===== src/rtl/alu_arbiter_if.sv =====
// alu_arbiter_if
// Bundles every signal that alu_arbiter exchanges with the outside world.
// The two request channels, the tagged response channel and the ALU side
// are all carried here. clk and rst stay plain module ports.
//   req0_*/req1_* : valid/ready request channels (opcode, operands A/B)
//   rsp_*         : valid/ready response channel (id, result, flags, error)
//   alu_*         : operand/opcode drive to the ALU, result/flags back
// Modports:
//   slave  - the arbiter's view
//   master - the view of the surrounding system (requesters, consumer, ALU)
interface alu_arbiter_if #(
    parameter int WIDTH = 32
);
    logic             req0_valid;
    logic             req0_ready;
    logic [3:0]       req0_opcode;
    logic [WIDTH-1:0] req0_a;
    logic [WIDTH-1:0] req0_b;

    logic             req1_valid;
    logic             req1_ready;
    logic [3:0]       req1_opcode;
    logic [WIDTH-1:0] req1_a;
    logic [WIDTH-1:0] req1_b;

    logic             rsp_valid;
    logic             rsp_ready;
    logic             rsp_id;
    logic [WIDTH-1:0] rsp_result;
    logic             rsp_negative;
    logic             rsp_zero;
    logic             rsp_error;

    logic [WIDTH-1:0] alu_a;
    logic [WIDTH-1:0] alu_b;
    logic [3:0]       alu_opcode;
    logic [WIDTH-1:0] alu_result;
    logic             alu_negative;
    logic             alu_zero;

    modport slave (
        input  req0_valid, req0_opcode, req0_a, req0_b,
        output req0_ready,
        input  req1_valid, req1_opcode, req1_a, req1_b,
        output req1_ready,
        output rsp_valid, rsp_id, rsp_result, rsp_negative, rsp_zero, rsp_error,
        input  rsp_ready,
        output alu_a, alu_b, alu_opcode,
        input  alu_result, alu_negative, alu_zero
    );

    modport master (
        output req0_valid, req0_opcode, req0_a, req0_b,
        input  req0_ready,
        output req1_valid, req1_opcode, req1_a, req1_b,
        input  req1_ready,
        input  rsp_valid, rsp_id, rsp_result, rsp_negative, rsp_zero, rsp_error,
        output rsp_ready,
        input  alu_a, alu_b, alu_opcode,
        output alu_result, alu_negative, alu_zero
    );
endinterface


===== src/rtl/alu_arbiter.sv =====
// alu_arbiter
// Shares one combinational ALU between two requesters. The requesters are
// served round-robin, one operation at a time. The winner's operands and
// opcode are registered onto the ALU inputs. The ALU gets one cycle to
// settle, then its result and flags are captured. They are returned on a
// tagged valid/ready response channel.
// Ports:
//   clk - rising-edge clock
//   rst - synchronous active-high reset
//   bus - alu_arbiter_if.slave (request, response and ALU signals)
module alu_arbiter #(
    parameter int WIDTH = 32
) (
    input  logic          clk,
    input  logic          rst,
    alu_arbiter_if.slave  bus
);
    localparam logic [3:0] OP_PASS_A = 4'b0100;

    typedef enum logic [1:0] {IDLE, EXEC, RESP} state_t;

    state_t           state_q;
    logic             last_grant_q;
    logic             err_q;
    logic [WIDTH-1:0] alu_a_q;
    logic [WIDTH-1:0] alu_b_q;
    logic [3:0]       alu_opcode_q;
    logic             rsp_valid_q;
    logic             rsp_id_q;
    logic [WIDTH-1:0] rsp_result_q;
    logic             rsp_negative_q;
    logic             rsp_zero_q;
    logic             rsp_error_q;

    // Grant and operand selection (combinational, only meaningful in IDLE)
    logic             grant_d;      // 1 selects requester 1
    logic             accept_d;
    logic [3:0]       sel_opcode_d;
    logic [WIDTH-1:0] sel_a_d;
    logic [WIDTH-1:0] sel_b_d;
    logic             sel_illegal_d;

    always_comb begin
        // On a tie the requester that did not win last time gets the grant
        if (bus.req0_valid && bus.req1_valid) begin
            grant_d = ~last_grant_q;
        end else begin
            grant_d = bus.req1_valid;
        end
        accept_d      = (state_q == IDLE) && (bus.req0_valid || bus.req1_valid);
        sel_opcode_d  = grant_d ? bus.req1_opcode : bus.req0_opcode;
        sel_a_d       = grant_d ? bus.req1_a      : bus.req0_a;
        sel_b_d       = grant_d ? bus.req1_b      : bus.req0_b;
        // Only opcodes 0..4 exist on the ALU
        sel_illegal_d = (sel_opcode_d > OP_PASS_A);
    end

    assign bus.req0_ready = accept_d && !grant_d;
    assign bus.req1_ready = accept_d &&  grant_d;

    always_ff @(posedge clk) begin
        if (rst) begin
            state_q        <= IDLE;
            last_grant_q   <= 1'b1;
            err_q          <= 1'b0;
            alu_a_q        <= '0;
            alu_b_q        <= '0;
            alu_opcode_q   <= OP_PASS_A;
            rsp_valid_q    <= 1'b0;
            rsp_id_q       <= 1'b0;
            rsp_result_q   <= '0;
            rsp_negative_q <= 1'b0;
            rsp_zero_q     <= 1'b0;
            rsp_error_q    <= 1'b0;
        end else begin
            unique case (state_q)
                IDLE: begin
                    if (accept_d) begin
                        alu_a_q      <= sel_a_d;
                        alu_b_q      <= sel_b_d;
                        // Illegal opcodes never reach the ALU; it just sees pass-A
                        alu_opcode_q <= sel_illegal_d ? OP_PASS_A : sel_opcode_d;
                        err_q        <= sel_illegal_d;
                        rsp_id_q     <= grant_d;
                        last_grant_q <= grant_d;
                        state_q      <= EXEC;
                    end
                end
                EXEC: begin
                    // ALU inputs have been stable for a full cycle: capture
                    rsp_valid_q <= 1'b1;
                    rsp_error_q <= err_q;
                    if (err_q) begin
                        rsp_result_q   <= '0;
                        rsp_negative_q <= 1'b0;
                        rsp_zero_q     <= 1'b0;
                    end else begin
                        rsp_result_q   <= bus.alu_result;
                        rsp_negative_q <= bus.alu_negative;
                        rsp_zero_q     <= bus.alu_zero;
                    end
                    state_q <= RESP;
                end
                RESP: begin
                    // Response registers hold until the consumer takes them
                    if (bus.rsp_ready) begin
                        rsp_valid_q <= 1'b0;
                        state_q     <= IDLE;
                    end
                end
                default: begin
                    state_q <= IDLE;
                end
            endcase
        end
    end

    assign bus.alu_a        = alu_a_q;
    assign bus.alu_b        = alu_b_q;
    assign bus.alu_opcode   = alu_opcode_q;
    assign bus.rsp_valid    = rsp_valid_q;
    assign bus.rsp_id       = rsp_id_q;
    assign bus.rsp_result   = rsp_result_q;
    assign bus.rsp_negative = rsp_negative_q;
    assign bus.rsp_zero     = rsp_zero_q;
    assign bus.rsp_error    = rsp_error_q;
endmodule


===== src/flat_wrapper.sv =====
// flat-port wrapper written by rule: the top's interface ports become plain ports
module alu_arbiter_flat 
#(
    parameter int WIDTH = 32
)
  (clk, rst, bus_req0_valid, bus_req0_opcode, bus_req0_a, bus_req0_b, bus_req0_ready, bus_req1_valid, bus_req1_opcode, bus_req1_a, bus_req1_b, bus_req1_ready, bus_rsp_valid, bus_rsp_id, bus_rsp_result, bus_rsp_negative, bus_rsp_zero, bus_rsp_error, bus_rsp_ready, bus_alu_a, bus_alu_b, bus_alu_opcode, bus_alu_result, bus_alu_negative, bus_alu_zero);
  alu_arbiter_if #(.WIDTH(WIDTH)) bus_i ();
  input  logic clk;
  input  logic rst;
  input wire logic [$bits(bus_i.req0_valid)-1:0] bus_req0_valid;
  input wire logic [$bits(bus_i.req0_opcode)-1:0] bus_req0_opcode;
  input wire logic [$bits(bus_i.req0_a)-1:0] bus_req0_a;
  input wire logic [$bits(bus_i.req0_b)-1:0] bus_req0_b;
  output wire logic [$bits(bus_i.req0_ready)-1:0] bus_req0_ready;
  input wire logic [$bits(bus_i.req1_valid)-1:0] bus_req1_valid;
  input wire logic [$bits(bus_i.req1_opcode)-1:0] bus_req1_opcode;
  input wire logic [$bits(bus_i.req1_a)-1:0] bus_req1_a;
  input wire logic [$bits(bus_i.req1_b)-1:0] bus_req1_b;
  output wire logic [$bits(bus_i.req1_ready)-1:0] bus_req1_ready;
  output wire logic [$bits(bus_i.rsp_valid)-1:0] bus_rsp_valid;
  output wire logic [$bits(bus_i.rsp_id)-1:0] bus_rsp_id;
  output wire logic [$bits(bus_i.rsp_result)-1:0] bus_rsp_result;
  output wire logic [$bits(bus_i.rsp_negative)-1:0] bus_rsp_negative;
  output wire logic [$bits(bus_i.rsp_zero)-1:0] bus_rsp_zero;
  output wire logic [$bits(bus_i.rsp_error)-1:0] bus_rsp_error;
  input wire logic [$bits(bus_i.rsp_ready)-1:0] bus_rsp_ready;
  output wire logic [$bits(bus_i.alu_a)-1:0] bus_alu_a;
  output wire logic [$bits(bus_i.alu_b)-1:0] bus_alu_b;
  output wire logic [$bits(bus_i.alu_opcode)-1:0] bus_alu_opcode;
  input wire logic [$bits(bus_i.alu_result)-1:0] bus_alu_result;
  input wire logic [$bits(bus_i.alu_negative)-1:0] bus_alu_negative;
  input wire logic [$bits(bus_i.alu_zero)-1:0] bus_alu_zero;
  assign bus_i.req0_valid = bus_req0_valid;
  assign bus_i.req0_opcode = bus_req0_opcode;
  assign bus_i.req0_a = bus_req0_a;
  assign bus_i.req0_b = bus_req0_b;
  assign bus_req0_ready = bus_i.req0_ready;
  assign bus_i.req1_valid = bus_req1_valid;
  assign bus_i.req1_opcode = bus_req1_opcode;
  assign bus_i.req1_a = bus_req1_a;
  assign bus_i.req1_b = bus_req1_b;
  assign bus_req1_ready = bus_i.req1_ready;
  assign bus_rsp_valid = bus_i.rsp_valid;
  assign bus_rsp_id = bus_i.rsp_id;
  assign bus_rsp_result = bus_i.rsp_result;
  assign bus_rsp_negative = bus_i.rsp_negative;
  assign bus_rsp_zero = bus_i.rsp_zero;
  assign bus_rsp_error = bus_i.rsp_error;
  assign bus_i.rsp_ready = bus_rsp_ready;
  assign bus_alu_a = bus_i.alu_a;
  assign bus_alu_b = bus_i.alu_b;
  assign bus_alu_opcode = bus_i.alu_opcode;
  assign bus_i.alu_result = bus_alu_result;
  assign bus_i.alu_negative = bus_alu_negative;
  assign bus_i.alu_zero = bus_alu_zero;
  alu_arbiter #(.WIDTH(WIDTH)) u_core (.clk(clk), .rst(rst), .bus(bus_i));
endmodule

===== config.mk =====
export PLATFORM = sky130hd
export DESIGN_NAME = alu_arbiter_flat
export DESIGN_NICKNAME = d
export VERILOG_FILES = /design/src/rtl/alu_arbiter_if.sv /design/src/rtl/alu_arbiter.sv /design/src/flat_wrapper.sv
export SDC_FILE = /design/constraint.sdc
export NUM_CORES = 1
export LEC_CHECK = 0
export CORE_ASPECT_RATIO = 1.2
export CORE_MARGIN = 10
export CORE_UTILIZATION = 25
export CTS_CLUSTER_DIAMETER = 50
export DETAILED_ROUTE_END_ITERATION = 10
export SLEW_MARGIN = 30
export SYNTH_ARGS = -nofsm -noshare
export SYNTH_HDL_FRONTEND = slang
export SYNTH_SLANG_ARGS = --single-unit

===== constraint.sdc =====
create_clock -name clk -period 1.7 [get_ports clk]
set_input_delay 0.34 -clock clk [delete_from_list [all_inputs] [get_ports clk]]
set_output_delay 0.34 -clock clk [all_outputs]
set_load 0.02 [all_outputs]

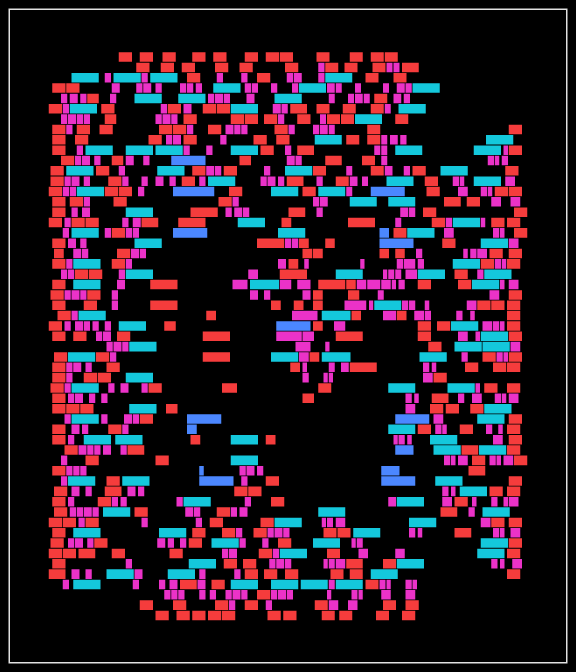
Fig. 1. Placement by cell class (run 1).
- sequential cells: cyan (cells 109; share of their area 27%)
- remaining buffers and delay cells: red (cells 313; share of their area 41%)
- remaining logic cells: magenta (cells 408; share of their area 28%)
- clock drivers and dummy loads: blue (cells 15; share of their area 3.8%)

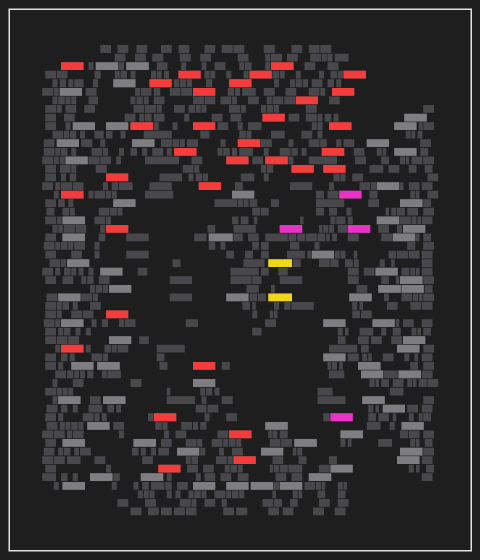
Fig. 2. Register map, names as in the netlist (run 1).
- u_core.bus.alu_opcode: magenta (sequential cells 4)
- u_core.bus.alu_b: red (sequential cells 32)
- u_core.state_q: yellow (sequential cells 2)
- not coloured: 71

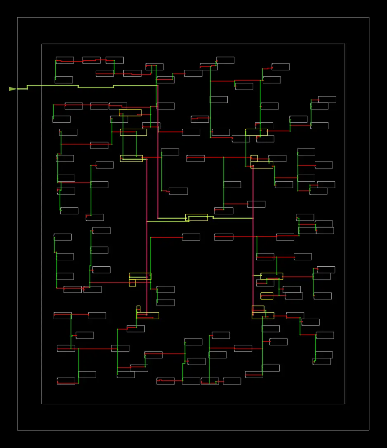
Fig. 3. Clock wiring as the flow saved it (run 1).
number of buffers created by CTS: 9
Insertion Delay late pin: 0.35 ns
clk pwr: 0.00220 W

==> impl_metrics.ini, run 1 <==
; implementation run metrics
[run_status]
run_status = completed

[final_timing]
unrepaired_setup_endpoints_after_global_routing = no
finalWorstPathRequiredPeriod_ns = 1.662
finalClockSkew_ns = 0.01125
worst_rel_slew_slack_pct = 77.38
setup_tns_ns = 0
fmax_ghz = 0.6019
setup_viol = 0

[pwr]
intPower_w = 0.005071
power_density_nw_per_um2 = 870.8
swShare_pct = 29.85
power_frac_comb_pct = 29.7

[floorplanning]
floorplan.io_pins = 282
rows = 55
core-area_um2 = 18860

[detailed_routing]
wl_met1_mm = 8.343
final_wirelength_mm = 20.72
top_layer_used = met5
postRouteAntennaNets = 0
routedWlPerCell_um = 18.80

[critical_path]
worstSetupEndpointType = output port
worst_path_dominant_cell_family = buffers and inverters
timing.critical_path.to = bus_alu_a[23]
cp.depth = 1
crit_path_max_incr_delay_ns = 0.64
worst-r2r-cell-count = 5

[placed_design]
post-place-cells = 1082

[final_layout]
area.share.combinational_pct = 27.10
area.growth.synth_to_final_pct = 73.57
buf_share_pct = 39.00
register_cell_area_after_layout_um2 = 2186
layout.cell_area.non_filler_um2 = 8300
inverter_count = 1
seq-cell-share_pct = 26.33
dominant_cells = buffers
final-clk-cell-share_pct = 3.633

[global_routing]
grt_antenna_before_repair = 2
grtUsageMet2_pct = 25.41
grt_start_max_net_pins = 65

[synthesis]
synthDistinctLibCells = 32
yosys.stat.chipArea_um2 = 4782
synth.cell_area_um2 = 4782
yosysSeqAreaShare_pct = 45.63
synth_nets = 758
ys_sh_aoi_pct = 21.38

[clock_tree]
clk_pin_slew_worst_paths_ns = 0.07
clk_root_buffer_cell = clkbuf_16

[min_path]
worstHoldEndpoint = u_core.state_q[1]
-- run 1: layout by cell type (no fill, tap or decap), types with 2 or more instances in the layout --
master,count
a21oi_1,41
a311oi_1,2
a31oi_1,64
and3_1,2
buf_12,12
buf_4,22
clkbuf_16,9
clkbuf_8,2
clkdlybuf4s50_1,251
clkinvlp_4,2
dfxtp_1,106
dfxtp_2,3
dlygate4sd2_1,8
dlymetal6s2s_1,19
nand2_1,38
nand3_1,132
nand3b_1,36
nor2_1,7
nor2_4,2
o21ai_0,37
o21ai_1,30
-- run 1: timing repair --
item / in CTS / in global routing
setup buffers: 1 / 3
endpoints found under the setup margin: 8 / 21
pin swaps: 1 / 1
resized: 11 / 20
gates cloned: 0 / 0
==> run 1 -> run 2 <==
--- a/config.mk
+++ b/config.mk
@@ -8,7 +8,6 @@
 export CORE_ASPECT_RATIO = 1.2
 export CORE_MARGIN = 10
 export CORE_UTILIZATION = 25
-export CTS_CLUSTER_DIAMETER = 50
 export DETAILED_ROUTE_END_ITERATION = 10
 export SLEW_MARGIN = 30
 export SYNTH_ARGS = -nofsm -noshare
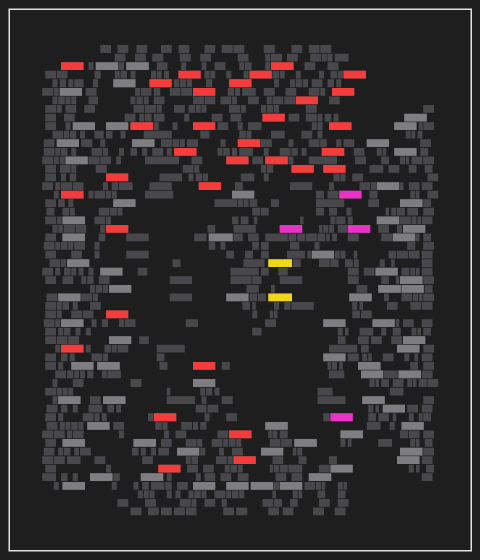
Fig. 4. Register map, names as in the netlist (run 2).
- u_core.bus.alu_opcode: magenta (sequential cells 4)
- u_core.state_q: yellow (sequential cells 2)
- u_core.bus.alu_b: red (sequential cells 32)
- not coloured: 71
final standard cell utilization of the core: 44.02%
register cell area after layout: 2186 um^2

==> impl_metrics.ini, run 2 <==
; implementation run metrics
[run_status]
run_status = completed

[final_layout]
layout_top_cells = clkdlybuf4s50_1, nand3_1, dfxtp_1
layout.cell_area.non_filler_um2 = 8300

[final_timing]
finalWorstPathRequiredPeriod_ns = 1.662
unrepaired_setup_endpoints_after_global_routing = no
worst_rel_slew_slack_pct = 77.38

[pwr]
power_frac_comb_pct = 29.7
power.clock.total_w = 0.00220
intPower_w = 0.005071

[clock_tree]
clk_root_buffer_cell = clkbuf_16
post_cts.resized_instances = 11
worst_skew_pair.late_latency_ns = 0.35
numCtsBuffers = 9
postCtsSetupRepairBufs = 1

[critical_path]
cp.depth = 1

[global_routing]
grtUsageMet2_pct = 25.41
grt_start_max_net_pins = 65

[synthesis]
synthDistinctLibCells = 32
yosysSeqAreaShare_pct = 45.63
synth.cell_area_um2 = 4782
[run 2: cell counts in the layout (fill, tap and decap cells not counted)]
No cell type changed its count.
[run 2: final cells by class]
| cell class | instances | area (um^2) | share of cell area (%) |
|---|---|---|---|
| tap | 256 | 320.3 | 3.859 |
| multi-input combinational | 407 | 2250 | 27.10 |
| antenna | 1 | 2.502 | 0.03015 |
| sequential | 109 | 2186 | 26.33 |
| timing repair buffer | 313 | 3237 | 39.00 |
| inverter | 1 | 3.754 | 0.04522 |
| clock buffer | 12 | 256.5 | 3.090 |
| clock inverter | 3 | 45.04 | 0.5427 |
[run 2: logic make-up after synthesis]
| group | share of synthesized area, % |
|---|---|
| buffers and inverters | 7.875 |
| flip-flops | 45.63 |
| AND-OR/OR-AND | 21.38 |
| AND/OR/NAND/NOR | 25.12 |
Fig. 5: run 2, routed clock nets over the placement
Bar = 50 um.
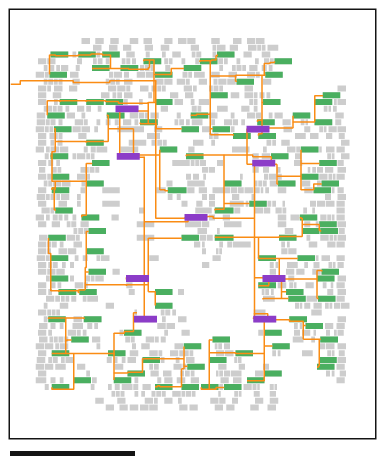

==> run 2 -> run 3 <==
--- a/config.mk
+++ b/config.mk
@@ -9,6 +9,7 @@
 export CORE_MARGIN = 10
 export CORE_UTILIZATION = 25
 export DETAILED_ROUTE_END_ITERATION = 10
+export GPL_TIMING_DRIVEN = 0
 export SLEW_MARGIN = 30
 export SYNTH_ARGS = -nofsm -noshare
 export SYNTH_HDL_FRONTEND = slang
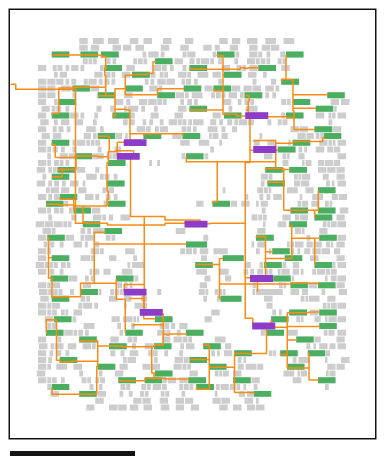
Fig. 6. Routed clock nets over the placement (run 3).
Bar = 50 um.
- clock-net drivers: purple (count 9)
- flip-flops: green (count 109)
- clock wires: orange (length 1730 um)
- routed clock nets: 10
clock share of power: 30.8%
clk pwr: 0.00224 W
maximum clock skew at final layout: 0.007439 ns

==> impl_metrics.ini, run 3 <==
; implementation run metrics
[run_status]
run_status = completed

[placed_design]
placed_cell_area_um2 = 7905
place.detailed.hpwl_mm = 16.73

[detailed_routing]
top_layer_used = met5
detail_route.iter0.violations = 230

[final_layout]
layout.cell_area.non_filler_um2 = 8312
mi_comb_cells = 408
inverter_count = 1
fill_cells = 1968
nonClockBufferCount = 348
number_of_sequential_cells = 109
layout_top_cells = clkdlybuf4s50_1, nand3_1, dfxtp_1
dominant_cells = buffers
logic_area_um2 = 2242
antennaDiodeCount = 1
final-clk-cell-share_pct = 3.628
buf_share_pct = 39.08
fin_util_pct = 44.08
area.share.combinational_pct = 26.98
area.growth.synth_to_final_pct = 73.81
final.clkbuf_count = 11
register_cell_area_after_layout_um2 = 2193
seq-cell-share_pct = 26.39

[global_routing]
grtUsageMet2_pct = 27.80
grt_start_max_net_pins = 18

[synthesis]
syn_inst = 583
synthDistinctLibCells = 32
enable_flop_cells = 0
ys_cells = 583
yosysSeqAreaShare_pct = 45.63
synth.cell_area_um2 = 4782

[pwr]
leakage_power_figure_nw = 3.265
intPower_w = 0.005006
sequential_power_share_pct = 39.8
vdd_ir_drop_max_mv = 0.4437
power_frac_comb_pct = 29.4

[clock_tree]
clk_root_buffer_cell = clkbuf_16
clockBufferDepth = 2
post_cts.resized_instances = 29
worst_skew_pair.late_latency_ns = 0.35
postCtsSetupRepairBufs = 5

[floorplanning]
number_of_well_tap_cells_placed = 256
core-area_um2 = 18860

[final_timing]
unrepaired_setup_endpoints_after_global_routing = no
worst_rel_slew_slack_pct = 62.20
post-route-period-util_pct = 98.23
finalWorstPathRequiredPeriod_ns = 1.670
slew_viol_final = 0

[critical_path]
worstSetupEndpointType = output port
crit_path_cell_trace = clkdlybuf4s50_1
==> run 3: logic make-up (layout without fill, tap and decap cells) <==
group	after synthesis	in the layout	synth area share, %
compound gates	181	181	21.38
buf+inv	67	365	7.875
flops	109	109	45.63
other cells	0	1	0
simple gates	226	227	25.12
==> run 3: final timing paths <==
| check | start | to | slack [ns] | cells past startpoint |
|---|---|---|---|---|
| max reg2reg | u_core.state_q[0] | u_core.bus.alu_a[29] | 0.13 | 5 |
| min | rst | u_core.state_q[0] | 0.38 | 2 |
| min reg2reg | u_core.bus.rsp_result[8] | u_core.bus.rsp_result[8] | 0.45 | 2 |
| max | u_core.bus.alu_b[3] | bus_alu_b[3] | 0.03 | 1 |

==> screenshots <==
Logic cells by family.
shot_01.png
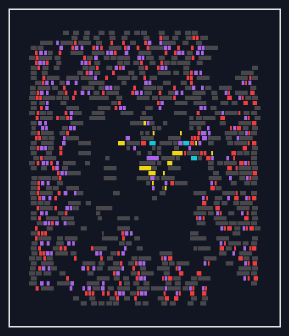
shot_02.png
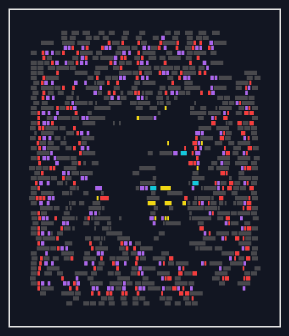
| from | picture |
|---|---|
| run 3 | shot_02.png |
| run 1 | shot_01.png |

Key to shot_01.png:
- nor cells: yellow (cells 13; most used nor2_1; where middle)
- aoi and oai cells: purple (cells 178; most used a31oi_1; where spread over the die)
- nand cells: red (cells 208; most used nand3_1; where spread over the die)
- non-inverting ao/oa cells: cyan (cells 3)

No activity file was given, so power comes from the tool's default toggle rates.
